===== config.mk =====
export PLATFORM = sky130hd
export DESIGN_NAME = alu16_registered
export DESIGN_NICKNAME = d
export VERILOG_FILES = /design/src/rtl/alu16_registered.sv
export SDC_FILE = /design/constraint.sdc
export NUM_CORES = 1
export LEC_CHECK = 0
export CELL_PAD_IN_SITES_DETAIL_PLACEMENT = 0
export CELL_PAD_IN_SITES_GLOBAL_PLACEMENT = 1
export CORE_MARGIN = 2
export CORE_UTILIZATION = 52
export DETAILED_ROUTE_END_ITERATION = 10
export GPL_ROUTABILITY_DRIVEN = 0
export PLACE_DENSITY = 0.95
export SLEW_MARGIN = 20
export SYNTH_ARGS = -nofsm -noshare
export SYNTH_HDL_FRONTEND = slang
export SYNTH_SLANG_ARGS = --single-unit

===== constraint.sdc =====
create_clock -name clk -period 66 [get_ports clk]
set_input_delay 13.2 -clock clk [delete_from_list [all_inputs] [get_ports clk]]
set_output_delay 13.2 -clock clk [all_outputs]
set_load 0.05 [all_outputs]

===== src/rtl/alu16_registered.sv =====
// alu16_registered: 16-function unsigned ALU with a registered result and
// one-hot function-class flags. Everything is combinational from A, B and
// ALU_FUN and is captured on every rising clk edge, so latency is one cycle.
// A new operation is accepted every cycle.
//
// Ports:
//   clk        - system clock, rising-edge active
//   rst        - synchronous reset, active-high; clears ALU_OUT and flags
//   A, B       - unsigned operands
//   ALU_FUN    - 4-bit function select
//   ALU_OUT    - registered result
//   Arith_Flag - registered; captured opcode was ADD/SUB/MUL/DIV
//   Logic_Flag - registered; captured opcode was AND..XNOR
//   CMP_Flag   - registered; captured opcode was EQ/GT/LT
//   Shift_Flag - registered; captured opcode was SHR/SHL (or ROL)
//
// Build option:
//   ALU_ROTATE_EN - when defined, opcode 1111 rotates A left by one and
//                   raises Shift_Flag; otherwise 1111 yields zero and no flags.
module alu16_registered #(
    parameter int unsigned WIDTH = 16
) (
    input  logic             clk,
    input  logic             rst,
    input  logic [WIDTH-1:0] A,
    input  logic [WIDTH-1:0] B,
    input  logic [3:0]       ALU_FUN,
    output logic [WIDTH-1:0] ALU_OUT,
    output logic             Arith_Flag,
    output logic             Logic_Flag,
    output logic             CMP_Flag,
    output logic             Shift_Flag
);

    typedef enum logic [3:0] {
        OpAdd  = 4'b0000,
        OpSub  = 4'b0001,
        OpMul  = 4'b0010,
        OpDiv  = 4'b0011,
        OpAnd  = 4'b0100,
        OpOr   = 4'b0101,
        OpNand = 4'b0110,
        OpNor  = 4'b0111,
        OpXor  = 4'b1000,
        OpXnor = 4'b1001,
        OpEq   = 4'b1010,
        OpGt   = 4'b1011,
        OpLt   = 4'b1100,
        OpShr  = 4'b1101,
        OpShl  = 4'b1110,
        OpRol  = 4'b1111
    } alu_op_e;

    alu_op_e          op;
    logic [WIDTH-1:0] result_d;
    logic             arith_d;
    logic             logic_d;
    logic             cmp_d;
    logic             shift_d;

    assign op = alu_op_e'(ALU_FUN);

    always_comb begin
        result_d = '0;
        arith_d  = 1'b0;
        logic_d  = 1'b0;
        cmp_d    = 1'b0;
        shift_d  = 1'b0;
        unique case (op)
            OpAdd: begin
                result_d = A + B;
                arith_d  = 1'b1;
            end
            OpSub: begin
                result_d = A - B;
                arith_d  = 1'b1;
            end
            OpMul: begin
                // Assignment context truncates the product to its low WIDTH bits.
                result_d = A * B;
                arith_d  = 1'b1;
            end
            OpDiv: begin
                // Divide by zero is defined as zero rather than left to the tool.
                result_d = (B == '0) ? '0 : A / B;
                arith_d  = 1'b1;
            end
            OpAnd: begin
                result_d = A & B;
                logic_d  = 1'b1;
            end
            OpOr: begin
                result_d = A | B;
                logic_d  = 1'b1;
            end
            OpNand: begin
                result_d = ~(A & B);
                logic_d  = 1'b1;
            end
            OpNor: begin
                result_d = ~(A | B);
                logic_d  = 1'b1;
            end
            OpXor: begin
                result_d = A ^ B;
                logic_d  = 1'b1;
            end
            OpXnor: begin
                result_d = ~(A ^ B);
                logic_d  = 1'b1;
            end
            // Compare codes are distinct per test so a consumer can tell them apart.
            OpEq: begin
                result_d = (A == B) ? WIDTH'(1) : '0;
                cmp_d    = 1'b1;
            end
            OpGt: begin
                result_d = (A > B) ? WIDTH'(2) : '0;
                cmp_d    = 1'b1;
            end
            OpLt: begin
                result_d = (A < B) ? WIDTH'(3) : '0;
                cmp_d    = 1'b1;
            end
            OpShr: begin
                result_d = A >> 1;
                shift_d  = 1'b1;
            end
            OpShl: begin
                result_d = A << 1;
                shift_d  = 1'b1;
            end
            OpRol: begin
`ifdef ALU_ROTATE_EN
                result_d = {A[WIDTH-2:0], A[WIDTH-1]};
                shift_d  = 1'b1;
`else
                result_d = '0;
`endif
            end
            default: begin
                result_d = '0;
            end
        endcase
    end

    always_ff @(posedge clk) begin
        if (rst) begin
            ALU_OUT    <= '0;
            Arith_Flag <= 1'b0;
            Logic_Flag <= 1'b0;
            CMP_Flag   <= 1'b0;
            Shift_Flag <= 1'b0;
        end else begin
            ALU_OUT    <= result_d;
            Arith_Flag <= arith_d;
            Logic_Flag <= logic_d;
            CMP_Flag   <= cmp_d;
            Shift_Flag <= shift_d;
        end
    end

endmodule


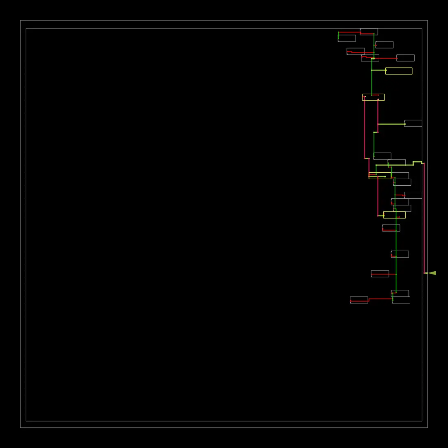
Figure 1: the clock network.
# clk buffers: 3
sequential cells: 20
Inserted Clock Buffers: 3

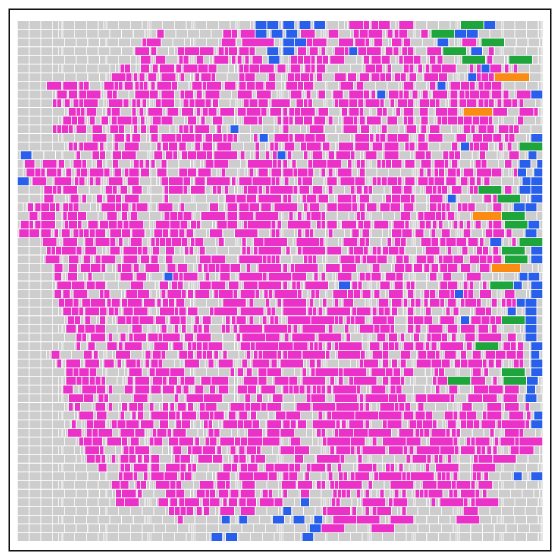
Figure 2: cell classes on the final placement.
Fill, decap, tap and diode cells in gray.
[clock drivers and dummy loads] orange | cells: 4 | share of their area: 0.71%
[flip-flops] green | cells: 20 | share of their area: 2.7%
[all other logic] magenta | cells: 1831 | share of their area: 91%
[other buffers and delay cells] blue | cells: 87 | share of their area: 5.3%
Core Rows: 60
fraction of area in registers: 2.63%
core area: 26900 sq um

==> impl_metrics.ini <==
; yosys + openroad results
[timing]
setup_tns_ns = 0
rsz0062_at_grt = no
hold_violations = 0
period_used_pct = 68.2
worst_hold_slack_ns = 13.87
slew_headroom_pct = 29.5

[synthesis]
logic_family = adder cells
synth_warnings = 0
yosysSeqAreaShare_pct = 2.82
fp_nets = 2293
synth-seq-cells = 20
edf_count = 0
async_flop_share_pct = 0
ys_sh_mux_pct = 3.09
ys_sh_xor_pct = 9.50
ys_types = 93
synthAdderAreaFrac_pct = 32.3
yosys_cells = 1937
synthesis.area_sq_um = 14200
syn_area_per_cell_sq_um = 7.33
aoi_share_pct = 25.3
flop_cell = dfxtp_1

[floorplanning]
chipArea_sq_um = 28700
ios = 58
die_width_um = 169
fp-utilization_pct = 52.9

[setup_path]
cp_num_cells = 117
crit_end = ALU_OUT[0]
cp_num_buf_inv = 5
arrival_ns = 45.09
path_class = in2reg
slowest_stage = nor4_2
worstPathRequired_ns = 66.11
worstPathMaxFanout = 23
cpMostUsedCell = a21oi_1
start_kind = input pin
startpoint = B[14]
worst_path_largest_cell_delay_ns = 0.80
cp-end-kind = flop

[grt]
busiest_layer = met2
grt_overflow = 0
met2_usage_pct = 54.1
antenna_found_initial = 3
grt_pass1_wl_um = 78000
grt_pass1_vias = 14289
grtUsageMet1_pct = 44.6
grtUsageTotal_pct = 34.7

[clocking]
cts_tree = done
htree_num_levels = 1
clk_pin_slew_ns = 0.06
cts_max_path_buffers = 2
holdBufCountCts = 0

[layout]
comb_area_share_pct = 84.2
drive_gt1_share_pct = 5.46
top_register = ALU_OUT
buffer_area_share_pct = 5.19
fin_cells = 2286
antenna_cells = 3
post-route-util_pct = 56.7
comb_area_sq_um = 12800
largest_class = logic gates
ff_latch_area_sq_um = 400
largest_reg_flops = 16
comb_cells = 1652
fillerInstances = 2613

[hold_path]
hp-class = in2reg
hold_start = ALU_FUN[3]

[detailed_routing]
drt.antenna.violating_nets = 0
wl_um = 51300
route.met3.wl_um = 6030
dr_wl_met2_um = 21600
vias = 15120
drtPass1Iterations = 6
top_layer = met4
drtIter0Drc = 1672
wl_per_cell_um = 22.4

[placement]
io_buffers = 57

[status]
status = finished clean

[pwr]
irDropWorstVdd_uv = 36.3

[run]
warnings = 62
drv_cap = 0
-- cells in the mapped netlist, drive strengths merged, types with 6 or more instances --
library cell,count,area share (%)
and3,8,0.35
a221oi,21,1.3
o21bai,7,0.37
a211oi,25,1.5
o21ai,102,3.6
xor2,53,3.3
nor4,8,0.56
o21a,37,2.0
fa,82,12
nand2b,18,0.79
xnor2,101,6.2
o211ai,21,1.1
clkinv,6,0.16
mux2i,15,1.1
mux2,24,2.0
buf,9,0.32
a22oi,8,0.42
o221ai,7,0.52
and2,8,0.35
dfxtp,20,2.8
or2,12,0.53
nor3,57,2.1
nor2,206,5.5
clkbuf,77,2.0
and4,7,0.43
o22ai,10,0.44
a211o,11,0.68
nand4,7,0.31
a21boi,11,0.58
a41oi,7,0.67
ha,236,21
nand2,185,4.9
a31oi,18,0.79
nor2b,18,0.79
a21o,42,2.2
o31ai,7,0.37
nand3,40,1.4
a21oi,140,5.0
or3,16,0.70
inv,173,4.6
-- stage by stage --
step,setup WS (ns),area (sq um),total power [mW]
global route,18.63,15200,0.366
detailed placement,20.73,15100,0.312
CTS,20.92,15200,0.331
global placement,21.73,15100,0.307
finish,21.02,15200,0.342
floorplan,26.54,14200,0.227
-- how the worst min path moves through the flow --
| stage | cells past startpoint | end | slack (ns) |
|---|---|---|---|
| finish | 3 | CMP_Flag | 13.87 |
| detailed placement | 3 | CMP_Flag | 14.13 |
| floorplan | 3 | Logic_Flag | 13.47 |
| global route | 3 | CMP_Flag | 13.88 |
| global placement | 3 | CMP_Flag | 14.12 |
| CTS | 3 | CMP_Flag | 13.85 |
-- power by group --
part | internal (mW) | total [mW] | switching (mW)
registers | 0.0137 | 0.0141 | 0.000456
clock network | 0.0121 | 0.0173 | 0.00528
logic | 0.121 | 0.310 | 0.189
Power and IR drop assume default switching activity.
